File: config.mk
export PLATFORM = sky130hd
export DESIGN_NAME = systolic_feeder
export DESIGN_NICKNAME = d
export VERILOG_FILES = /design/src/rtl/systolic_pkg.sv /design/src/rtl/systolic_skew_line.sv /design/src/rtl/systolic_feeder.sv
export SDC_FILE = /design/constraint.sdc
export NUM_CORES = 1
export LEC_CHECK = 0
export ABC_AREA = 0
export CAP_MARGIN = 10
export CORE_MARGIN = 3
export CORE_UTILIZATION = 61
export CTS_BUF_LIST = sky130_fd_sc_hd__clkbuf_2
export DETAILED_ROUTE_END_ITERATION = 10
export GPL_TIMING_DRIVEN = 0
export PLACE_DENSITY = 0.88
export SKIP_CTS_REPAIR_TIMING = 1
export SYNTH_ARGS = -nofsm -noshare
export SYNTH_HDL_FRONTEND = slang
export SYNTH_SLANG_ARGS = --single-unit
File: constraint.sdc
create_clock -name clk -period 10.1 [get_ports clk]
set_input_delay 3.03 -clock clk [delete_from_list [all_inputs] [get_ports clk]]
set_output_delay 3.03 -clock clk [all_outputs]
set_load 0.01 [all_outputs]
File: src/rtl/systolic_pkg.sv
// Shared types and defaults for the systolic-array edge feeder.
// The optional stall statistics are enabled with SYSTOLIC_FEEDER_STATS_EN.
package systolic_pkg;

  localparam int DATA_W_DEF = 32;
  localparam int N_DEF      = 4;

  typedef enum logic [2:0] {
    IDLE      = 3'd0,
    W_COLLECT = 3'd1,
    W_SHIFT   = 3'd2,
    STREAM    = 3'd3,
    DRAIN     = 3'd4
  } feeder_state_e;

  // Counter width that stays legal when the count range collapses to one value.
  function automatic int cnt_width(input int n);
    return (n > 1) ? $clog2(n) : 1;
  endfunction

endpackage

File: src/rtl/systolic_skew_line.sv
// Per-row delay line for the activation wavefront; carries a valid bit with the data.
// DEPTH=0 degenerates to a wire.
module systolic_skew_line
  import systolic_pkg::*;
#(
  parameter int DATA_W = DATA_W_DEF,
  parameter int DEPTH  = 0
) (
  input  logic              clk,
  input  logic              reset,
  input  logic [DATA_W-1:0] data_i,
  input  logic              valid_i,
  output logic [DATA_W-1:0] data_o,
  output logic              valid_o
);

  generate
    if (DEPTH == 0) begin : g_pass
      logic unused_clk_rst;
      assign unused_clk_rst = clk ^ reset;
      assign data_o         = data_i;
      assign valid_o        = valid_i;
    end else begin : g_dly
      logic [DATA_W-1:0] data_q [DEPTH];
      logic [DEPTH-1:0]  valid_q;

      // Shift data and valid one stage per cycle.
      always_ff @(posedge clk) begin
        if (reset) begin
          for (int i = 0; i < DEPTH; i++) begin
            data_q[i] <= {DATA_W{1'b0}};
          end
          valid_q <= {DEPTH{1'b0}};
        end else begin
          data_q[0]  <= data_i;
          valid_q[0] <= valid_i;
          for (int i = 1; i < DEPTH; i++) begin
            data_q[i]  <= data_q[i-1];
            valid_q[i] <= valid_q[i-1];
          end
        end
      end

      assign data_o  = data_q[DEPTH-1];
      assign valid_o = valid_q[DEPTH-1];
    end
  endgenerate

endmodule

File: src/rtl/systolic_feeder.sv
// Edge feeder for an N x N systolic array: weight preload down the columns, skewed activations into the rows.
// Define SYSTOLIC_FEEDER_STATS_EN to add the saturating stall_cnt output.
module systolic_feeder
  import systolic_pkg::*;
#(
  parameter int DATA_W = DATA_W_DEF,
  parameter int N      = N_DEF,
  parameter int LEN_W  = 16
) (
  input  logic                clk,
  input  logic                reset,
  input  logic                cmd_valid,
  output logic                cmd_ready,
  input  logic                cmd_load_w,
  input  logic [LEN_W-1:0]    cmd_len,
  input  logic                w_valid,
  output logic                w_ready,
  input  logic [N*DATA_W-1:0] w_data,
  input  logic                a_valid,
  output logic                a_ready,
  input  logic [N*DATA_W-1:0] a_data,
  output logic [N*DATA_W-1:0] pe_data,
  output logic [N*DATA_W-1:0] pe_sum,
  output logic                pe_ld_weight,
  output logic [N-1:0]        pe_valid,
  output logic                done
`ifdef SYSTOLIC_FEEDER_STATS_EN
  ,
  output logic [31:0]         stall_cnt
`endif
);

  localparam int W     = N * DATA_W;
  localparam int CNT_W = cnt_width(N);
  localparam int DRN_W = cnt_width(2 * N);
  localparam logic [CNT_W-1:0] CNT_LAST = CNT_W'(N - 1);
  localparam logic [DRN_W-1:0] DRN_LAST = DRN_W'(2 * N - 2);

  feeder_state_e    state_q;
  logic [CNT_W-1:0] cnt_q;
  logic [DRN_W-1:0] drain_q;
  logic [LEN_W-1:0] len_q;
  logic [LEN_W-1:0] vcnt_q;
  logic [W-1:0]     wbuf_q [N];
  logic [W-1:0]     pe_data_q;
  logic [W-1:0]     pe_sum_q;
  logic             pe_ld_q;
  logic [N-1:0]     pe_valid_q;
  logic             done_q;

  logic             cmd_fire;
  logic             a_fire;
  logic             last_beat;
  logic [CNT_W-1:0] shift_idx;
  logic [W-1:0]     skew_in_data;
  logic [W-1:0]     skew_out_data;
  logic [N-1:0]     skew_in_valid;
  logic [N-1:0]     skew_out_valid;

  assign cmd_ready = (state_q == IDLE) && !reset;
  assign w_ready   = (state_q == W_COLLECT);
  assign a_ready   = (state_q == STREAM);
  assign cmd_fire  = cmd_valid && cmd_ready;
  assign a_fire    = a_valid && a_ready;
  assign last_beat = (vcnt_q == (len_q - LEN_W'(1)));
  // The newest row is driven straight from w_data, so shifting reads the buffer from row N-2 down.
  assign shift_idx = CNT_W'(N - 2) - cnt_q;

  // Accepted beats enter the skew lines; any other cycle injects a zero bubble.
  always_comb begin
    if (a_fire) begin
      skew_in_data  = a_data;
      skew_in_valid = {N{1'b1}};
    end else begin
      skew_in_data  = {W{1'b0}};
      skew_in_valid = {N{1'b0}};
    end
  end

  for (genvar r = 0; r < N; r++) begin : g_row
    systolic_skew_line #(
      .DATA_W (DATA_W),
      .DEPTH  (r)
    ) u_skew (
      .clk     (clk),
      .reset   (reset),
      .data_i  (skew_in_data[r*DATA_W +: DATA_W]),
      .valid_i (skew_in_valid[r]),
      .data_o  (skew_out_data[r*DATA_W +: DATA_W]),
      .valid_o (skew_out_valid[r])
    );
  end

  // Left-edge output register behind the skew lines.
  always_ff @(posedge clk) begin
    if (reset) begin
      pe_data_q  <= {W{1'b0}};
      pe_valid_q <= {N{1'b0}};
    end else begin
      pe_data_q  <= skew_out_data;
      pe_valid_q <= skew_out_valid;
    end
  end

  // Command sequencer with registered weight-load outputs and completion pulse.
  always_ff @(posedge clk) begin
    if (reset) begin
      state_q  <= IDLE;
      cnt_q    <= {CNT_W{1'b0}};
      drain_q  <= {DRN_W{1'b0}};
      len_q    <= {LEN_W{1'b0}};
      vcnt_q   <= {LEN_W{1'b0}};
      pe_sum_q <= {W{1'b0}};
      pe_ld_q  <= 1'b0;
      done_q   <= 1'b0;
      for (int i = 0; i < N; i++) begin
        wbuf_q[i] <= {W{1'b0}};
      end
    end else begin
      done_q <= 1'b0;
      case (state_q)
        IDLE: begin
          if (cmd_fire) begin
            len_q   <= cmd_len;
            vcnt_q  <= {LEN_W{1'b0}};
            cnt_q   <= {CNT_W{1'b0}};
            drain_q <= {DRN_W{1'b0}};
            if (cmd_load_w) begin
              state_q <= W_COLLECT;
            end else if (cmd_len == {LEN_W{1'b0}}) begin
              state_q <= DRAIN;
            end else begin
              state_q <= STREAM;
            end
          end
        end
        W_COLLECT: begin
          if (w_valid) begin
            wbuf_q[cnt_q] <= w_data;
            if (cnt_q == CNT_LAST) begin
              cnt_q    <= {CNT_W{1'b0}};
              pe_ld_q  <= 1'b1;
              pe_sum_q <= w_data;
              state_q  <= W_SHIFT;
            end else begin
              cnt_q <= cnt_q + CNT_W'(1);
            end
          end
        end
        W_SHIFT: begin
          if (cnt_q == CNT_LAST) begin
            cnt_q    <= {CNT_W{1'b0}};
            pe_ld_q  <= 1'b0;
            pe_sum_q <= {W{1'b0}};
            state_q  <= (len_q == {LEN_W{1'b0}}) ? DRAIN : STREAM;
          end else begin
            cnt_q    <= cnt_q + CNT_W'(1);
            pe_sum_q <= wbuf_q[shift_idx];
          end
        end
        STREAM: begin
          if (a_fire) begin
            if (last_beat) begin
              vcnt_q  <= {LEN_W{1'b0}};
              state_q <= DRAIN;
            end else begin
              vcnt_q <= vcnt_q + LEN_W'(1);
            end
          end
        end
        DRAIN: begin
          if (drain_q == DRN_LAST) begin
            drain_q <= {DRN_W{1'b0}};
            done_q  <= 1'b1;
            state_q <= IDLE;
          end else begin
            drain_q <= drain_q + DRN_W'(1);
          end
        end
        default: begin
          state_q <= IDLE;
        end
      endcase
    end
  end

  assign pe_data      = pe_data_q;
  assign pe_sum       = pe_sum_q;
  assign pe_ld_weight = pe_ld_q;
  assign pe_valid     = pe_valid_q;
  assign done         = done_q;

`ifdef SYSTOLIC_FEEDER_STATS_EN
  logic [31:0] stall_q;

  // Saturating count of STREAM cycles that found no activation waiting.
  always_ff @(posedge clk) begin
    if (reset) begin
      stall_q <= 32'd0;
    end else if (cmd_fire) begin
      stall_q <= 32'd0;
    end else if ((state_q == STREAM) && !a_valid && (stall_q != 32'hFFFF_FFFF)) begin
      stall_q <= stall_q + 32'd1;
    end else begin
      stall_q <= stall_q;
    end
  end

  assign stall_cnt = stall_q;
`endif

endmodule

**Clock nets**

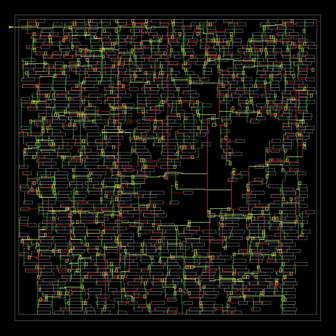
Final Skew: 0.0699 ns
Seq cells: 1,006
CTS Buf Count: 233

**Nets reached from selected ports**

Drawn at 1.5 px/um.
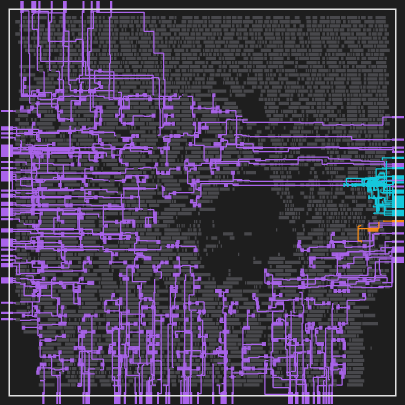
- pe_ld_weight: orange (bits 1; direction output; edge east; end cells 1; buffers 1; wire 40.9 um)
- w_data: purple (bits 128; direction input; edge 51 south, 45 west, 18 east, 14 north; end cells 640; buffers 128; wire 11,300 um)
- cmd_len: cyan (bits 16; direction input; edge east; end cells 20; buffers 16; wire 587 um)

**Close-up of the layout**

Window x 183 to 203, y 183 to 203 um. Cells in gray, sequential cells in the stronger gray; small squares are vias.
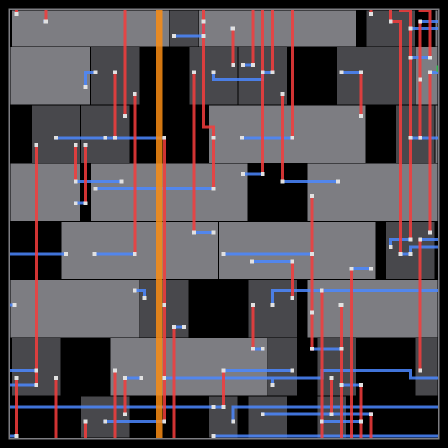
- metal 3: green
- metal 1: blue
- metal 4: orange
- metal 2: red
- cells with their middle in the window: 30
- sequential cells in the window: 11
- most frequent: dfxtp_1 (11), nor2b_1 (9), clkbuf_2 (3)
- netlist names of flops here include: g_row.u_skew.g_dly.data_q (6), pe_data (5)

==> results.txt <==
Critical path start-end classification = primary input to primary output
RR Startpoint = state_q[2]
Placed Area = 45,100 um^2
Power per cell area = 219 nW/um^2
Syn Inst Count = 2,850
Design area = 47,300 um^2
Initial antenna violation count = 27
Async SR Flop Fraction = 0%
Fmax = 0.131 GHz
Worst Slack Setup Final = 2.49 ns
Clk sinks = 1,006
Place WS = 2.55 ns
DRT Pass-1 Iters = 6
Worst-Skew Late Latency = 1.44 ns
H-tree level count = 4
Post-detailed-route DRC marker count = 0
Fp util = 61.9%
Hold depth = 1
Syn_nets = 3,131
Yosys warnings = 0
Maximum vdd drop = 0.150 mV
Unrepaired setup endpoints after global routing = no
WHS Endpoint = pe_data[122]
Outcome = complete, no violations
Layout cell share with drive strength beyond 1 = 14.8%
Fin crit share = 75.3%
Final setup viols = 0
Via count = 26,500
Yosys cell count = 2,850
Synthesized area per cell = 13.5 um^2
Critical Path RT = 7.07 ns
Worst-case clock buffer depth = 3
Final nets = 3,919
Critical Path Source Type = primary input
Worst rel slew slack = 23.3%
Die Height = 257 um
Most frequent cell after synthesis = and2_1
Synth area leader = edfxtp_1
==> where the power goes <==
group | leakage, nW | internal [mW] | switching, mW | total (mW)
Clock | 1.69 | 1.01 | 1.62 | 2.63
Combinational | 6.63 | 1.26 | 1.61 | 2.87
Sequential | 9.30 | 4.69 | 0.193 | 4.89
Total | 17.6 | 6.96 | 3.42 | 10.4
==> stage by stage <==
step           TNS (ns)  total power, mW  util [%]
5_1_grt               0             10.9      76.4
4_1_cts               0             10.4      76.3
3_3_place_gp    -155.49             7.70      72.3
2_1_floorplan         0             6.57         -
3_5_place_dp          0             7.80      72.8
6_report              0             10.4      76.4
==> cell families after synthesis <==
group,count (synthesis),share of synthesized area (%)
AOI/OAI and AO/OA,309,5.92
xor gates and xnor gates,27,0.617
adders and majority gates,3,0.0979
buffers and inverters,219,2.21
DFF,1006,65.9
muxes,131,7.60
and+or+nand+nor,1155,17.7
==> placed cells by master (no fill, tap or decap), types with 4 or more instances in the layout <==
master	n
nor3b_1	5
nand2_1	57
clkbuf_1	187
clkinv_1	47
clkinv_4	4
clkdlybuf4s50_1	541
o21ai_0	8
dfxtp_1	494
a21oi_1	17
buf_8	4
diode_2	18
nor2_1	159
nor3_2	5
edfxtp_1	512
inv_6	5
nand3b_1	13
and2_1	643
nand4_1	6
xnor2_1	15
buf_1	10
inv_1	8
nor4_1	8
a211oi_1	129
clkbuf_2	367
buf_16	7
a31oi_1	5
o31ai_1	5
clkinv_2	5
a22oi_1	128
buf_2	11
xor2_1	12
nand2b_1	5
nor2b_1	199
nand3_1	8
mux4_2	128
nor3_1	21
==> worst max-delay path, stage by stage <==
cell,delay [ns]
clkbuf_1,0.35
nor4_1,0.53
clkdlybuf4s50_1,0.66
==> state kept, by name, indices dropped and copies added, names as in the netlist <==
signal / count
wbuf_q: 512
g_row.u_skew.g_dly.data_q: 192
vcnt_q: 16
cnt_q: 2
pe_valid: 4
pe_sum: 128
pe_ld_weight: 1
len_q: 16
state_q: 3
done: 1
drain_q: 3
pe_data: 128
==> how the worst max path moves through the flow <==
stage                from       endpoint  cells past startpoint
finish              reset      cmd_ready                      3
global route        reset      cmd_ready                      3
CTS                 reset      cmd_ready                      3
detailed placement  reset      cmd_ready                      3
global placement    reset  wbuf_q[3][85]                      5
floorplan           reset   wbuf_q[3][0]                      5
==> cell type report <==
class	count	area (um^2)
clock inverter	67	345
timing repair buffer	553	5690
inverter	8	30.0
fill	3752	14600
tap	837	1050
multi-input combinational	1625	12300
sequential	1006	25300
clock buffer	367	1840
buffer	211	817
antenna	18	45.0
==> per-layer routing <==
layer | share of wire, % | up-vias
met1 | 37 | 13000
met2 | 49 | 1341
met3 | 10 | 258
met4 | 3.2 | 26
li1 | - | 11900
met5 | 0.18 | -
Power and IR drop assume default switching activity.
